**src/rtl/booth_mult_seq.sv**
```systemverilog
// rtl/booth_mult_seq.sv - sequential radix-4 Booth multiplier, WIDTH x WIDTH -> 2*WIDTH, valid/ready in and out.
// Optional early termination when the remaining multiplier digits are all zero: define MULT_EARLY_TERM_EN.
module booth_mult_seq #(
  parameter int WIDTH            = 32,
  parameter int DIGITS_PER_CYCLE = 1
) (
  input  logic             clk,
  input  logic             rst_n,
  input  logic             in_valid,
  output logic             in_ready,
  input  logic             is_signed,
  input  logic [WIDTH-1:0] a,
  input  logic [WIDTH-1:0] b,
  output logic             out_valid,
  input  logic             out_ready,
  output logic [WIDTH-1:0] hi,
  output logic [WIDTH-1:0] lo,
  output logic             busy
);

  localparam int PW   = 2 * WIDTH;
  localparam int BW   = WIDTH + 3;
  localparam int NDIG = WIDTH / 2 + 1;
  localparam int K    = (NDIG + DIGITS_PER_CYCLE - 1) / DIGITS_PER_CYCLE;
  localparam int CW   = $clog2(K + 1);

  typedef enum logic [1:0] {IDLE, RUN, DONE} state_t;

  state_t           state_q, state_d;
  logic [PW-1:0]    acc_q, acc_d;
  logic [PW-1:0]    mcand_q, mcand_d;
  logic [BW-1:0]    mplr_q, mplr_d;
  logic [CW-1:0]    cnt_q, cnt_d;
  logic [WIDTH-1:0] hi_q, hi_d, lo_q, lo_d;
  logic             last_step;

  function automatic logic [PW-1:0] booth_pp(input logic [2:0] sel, input logic [PW-1:0] m);
    case (sel)
      3'b001, 3'b010: booth_pp = m;
      3'b011:         booth_pp = m << 1;
      3'b100:         booth_pp = -(m << 1);
      3'b101, 3'b110: booth_pp = -m;
      default:        booth_pp = '0;
    endcase
  endfunction

  // Multiplier register holds {ext_b, b[-1]} and shifts arithmetically, so bits [2:0]
  // are always the current digit and digits past the top recode to zero.
  always_comb begin
    state_d   = state_q;
    acc_d     = acc_q;
    mcand_d   = mcand_q;
    mplr_d    = mplr_q;
    cnt_d     = cnt_q;
    hi_d      = hi_q;
    lo_d      = lo_q;
    last_step = 1'b0;
    case (state_q)
      IDLE: begin
        if (in_valid) begin
          mcand_d = {{WIDTH{is_signed & a[WIDTH-1]}}, a};
          mplr_d  = {{2{is_signed & b[WIDTH-1]}}, b, 1'b0};
          acc_d   = '0;
          cnt_d   = '0;
          state_d = RUN;
        end
      end
      RUN: begin
        for (int j = 0; j < DIGITS_PER_CYCLE; j++) begin
          acc_d = acc_d + booth_pp(mplr_q[2*j +: 3], mcand_q << (2 * j));
        end
        mcand_d   = mcand_q << (2 * DIGITS_PER_CYCLE);
        mplr_d    = BW'($signed(mplr_q) >>> (2 * DIGITS_PER_CYCLE));
        cnt_d     = cnt_q + 1'b1;
        last_step = (cnt_q == CW'(K - 1));
`ifdef MULT_EARLY_TERM_EN
        if ((&mplr_d) || (~|mplr_d)) last_step = 1'b1;
`endif
        if (last_step) begin
          state_d = DONE;
          hi_d    = acc_d[PW-1:WIDTH];
          lo_d    = acc_d[WIDTH-1:0];
        end
      end
      DONE: begin
        if (out_ready) state_d = IDLE;
      end
      default: state_d = IDLE;
    endcase
  end

  always_ff @(posedge clk) begin
    if (!rst_n) begin
      state_q <= IDLE;
      acc_q   <= '0;
      mcand_q <= '0;
      mplr_q  <= '0;
      cnt_q   <= '0;
      hi_q    <= '0;
      lo_q    <= '0;
    end else begin
      state_q <= state_d;
      acc_q   <= acc_d;
      mcand_q <= mcand_d;
      mplr_q  <= mplr_d;
      cnt_q   <= cnt_d;
      hi_q    <= hi_d;
      lo_q    <= lo_d;
    end
  end

  assign in_ready  = rst_n && (state_q == IDLE);
  assign out_valid = (state_q == DONE);
  assign busy      = (state_q != IDLE);
  assign hi        = hi_q;
  assign lo        = lo_q;

endmodule

```
**config.mk**
```make
export PLATFORM = sky130hd
export DESIGN_NAME = booth_mult_seq
export DESIGN_NICKNAME = d
export VERILOG_FILES = /design/src/rtl/booth_mult_seq.sv
export SDC_FILE = /design/constraint.sdc
export NUM_CORES = 1
export LEC_CHECK = 0
export CAP_MARGIN = 40
export CELL_PAD_IN_SITES_DETAIL_PLACEMENT = 0
export CELL_PAD_IN_SITES_GLOBAL_PLACEMENT = 1
export CORE_MARGIN = 2
export CORE_UTILIZATION = 35
export DETAILED_ROUTE_END_ITERATION = 10
export PLACE_DENSITY_LB_ADDON = 0.1
export SLEW_MARGIN = 20
export SYNTH_ARGS = -nofsm -noshare
export SYNTH_HDL_FRONTEND = slang
export SYNTH_SLANG_ARGS = --single-unit
```
**constraint.sdc**
```tcl
create_clock -name clk -period 7.64 [get_ports clk]
set_input_delay 1.146 -clock clk [delete_from_list [all_inputs] [get_ports clk]]
set_output_delay 1.146 -clock clk [all_outputs]
set_load 0.01 [all_outputs]
```
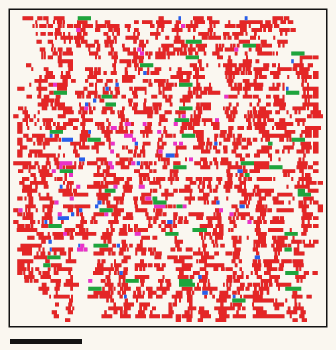
**Above:** cell sizes after repair.
Bar = 50 um.
| color | size | cells | share |
|---|---|---|---|
| green | x6 and larger | 45 | 2.0% |
| red | x1 and smaller | 2147 | 94% |
| magenta | x3 and x4 | 51 | 2.2% |
| blue | x2 | 38 | 1.7% |

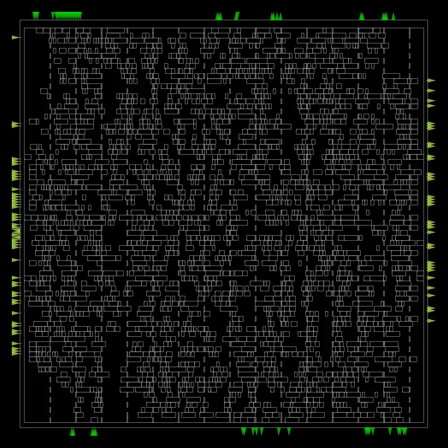
**Above:** placement view.
placeable core region: 45600 um2
post-route non-filler standard cell count: 2881
Filler Cell Count: 4759

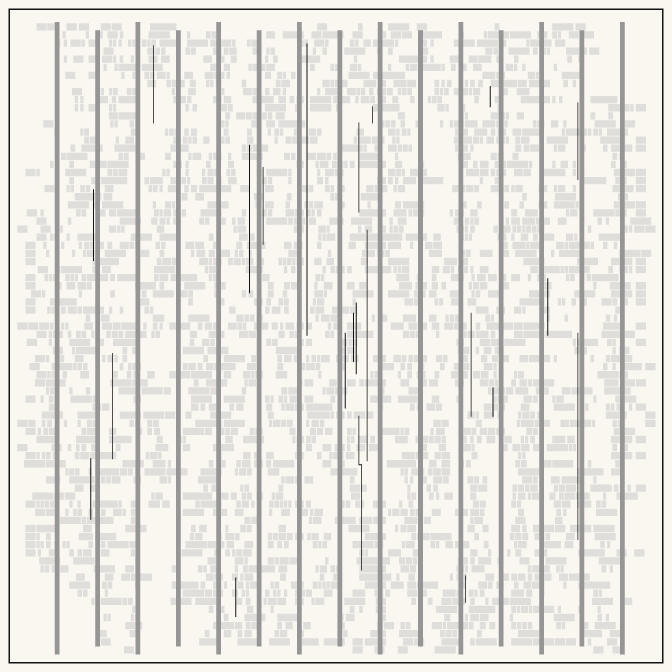
**Above:** met4 routing.
Supply wires on this layer in gray.
nets with wire on the layer: 12
longest straight run: 97.9 um

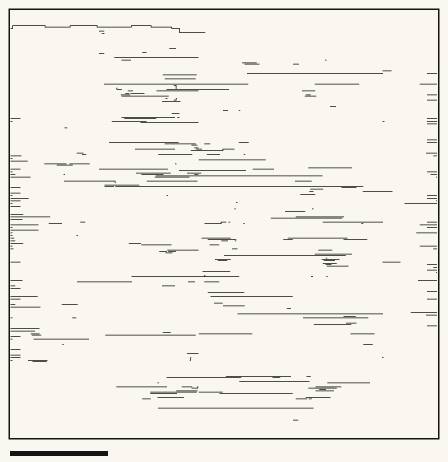
**Above:** M3 wires.
Bar = 50 um.
longest straight run: 127 um
share of all routed wire: 5.5%
wire length on this layer: 3050 um

==> flow_summary.ini <==
; flow metrics
[timing]
rsz0062_at_grt = no
final-hold-violation-count = 0
timing_max_transition_violations_final = 0
finalCritPeriodShare_pct = 80.4
timing.final.setup_violations = 0
finalClockSkew_ns = 0.0115
worst_pin_slew_ns = 0.799

[clock_tree]
cts_max_path_buffers = 3
clockRootBuffer = sky130_fd_sc_hd__clkbuf_16
h_tree_lvl_count = 1

[floorplan]
fp_util_pct = 35.6

[setup_path]
worst-r2r-cell-count = 21
startpoint_type = register
crit_type = reg -> reg
critPathCaptureType = register
timing.critical_path.slowest_cell_delay_ns = 0.60
crit_fanout = 10
worst-endpoint-arrival_ns = 6.58
worst_setup_path_endpoint = acc_q[63]
timing.rr.start = mcand_q[23]

[routing]
final_antenna_net_count = 0
drt-met1-wl_mm = 28.8
vias_per_cell = 5.72
route.met3.wl_mm = 3.04
drtPass1Iterations = 5

[power]
internal_power_mw = 2.43
power.share.combinational_pct = 24.2
power.share.switching_pct = 34.0
totalPowerFinal_mw = 3.69
static-leakage-power_nw = 7.05
seq_power_share_pct = 37.3
power_density_nw_per_um2 = 195

[min_path]
hp_class = reg -> reg
worst_hold_launch = hi[15]

[logic_synthesis]
synth-edff-count = 0
postSynth.asyncResetShare_pct = 0
synthAdderAreaFrac_pct = 5.22
ys_sh_mux_pct = 0.309
syn_avg_cell_area_um2 = 7.16
syn_inst = 2262
ys_seq_share_pct = 28.9
synth_top_cell_by_count = sky130_fd_sc_hd__nand2_1
post_synth_ao_oa_area_fraction_pct = 31.5
yosys.stat.chipArea_um2 = 16200

[final_layout]
final_layout_size_suffix_gt1_share_pct = 5.87
finish.instance_area_um2 = 18900
area_growth_syn_to_layout_pct = 16.8
design.final.nets = 2395
seq_area_um2 = 4690

[global_route]
grt_start_max_net_pins = 89
globalRouteMet2Util_pct = 33.5
globalRouteMet3Util_pct = 2.86
globalRouteTotalUtil_pct = 22.8
global_route.peak_usage_layer = met1

[job]
number_of_logged_tool_warnings = 27

[outcome]
outcome = complete, no violations
layout make-up:
class                           count  share of cell area, %
Clock buffer                       32                   4.05
Clock inverter                     20                   1.05
Inverter                           30                  0.608
Multi-Input combinational cell   1788                   56.3
Sequential cell                   234                   24.8
Tap cell                          600                   3.97
Timing Repair Buffer              177                   9.30
power by group through the flow:
stage / Clock [mW] / Sequential, mW / Combinational (mW)
after detailed placement: 0 / 1.40 / 0.877
final: 1.42 / 1.37 / 0.891
after global routing: 1.50 / 1.38 / 0.984
after global placement: 0 / 1.40 / 0.870
after floorplan: 0 / 1.34 / 0.653
after CTS: 1.46 / 1.37 / 0.880
sequential cells by signal, indices dropped and copies added (netlist names):
signal,count
state_q,2
hi,32
mcand_q,64
cnt_q,5
lo,32
mplr_q,35
acc_q,64
Power is estimated from default activity; no workload was simulated.
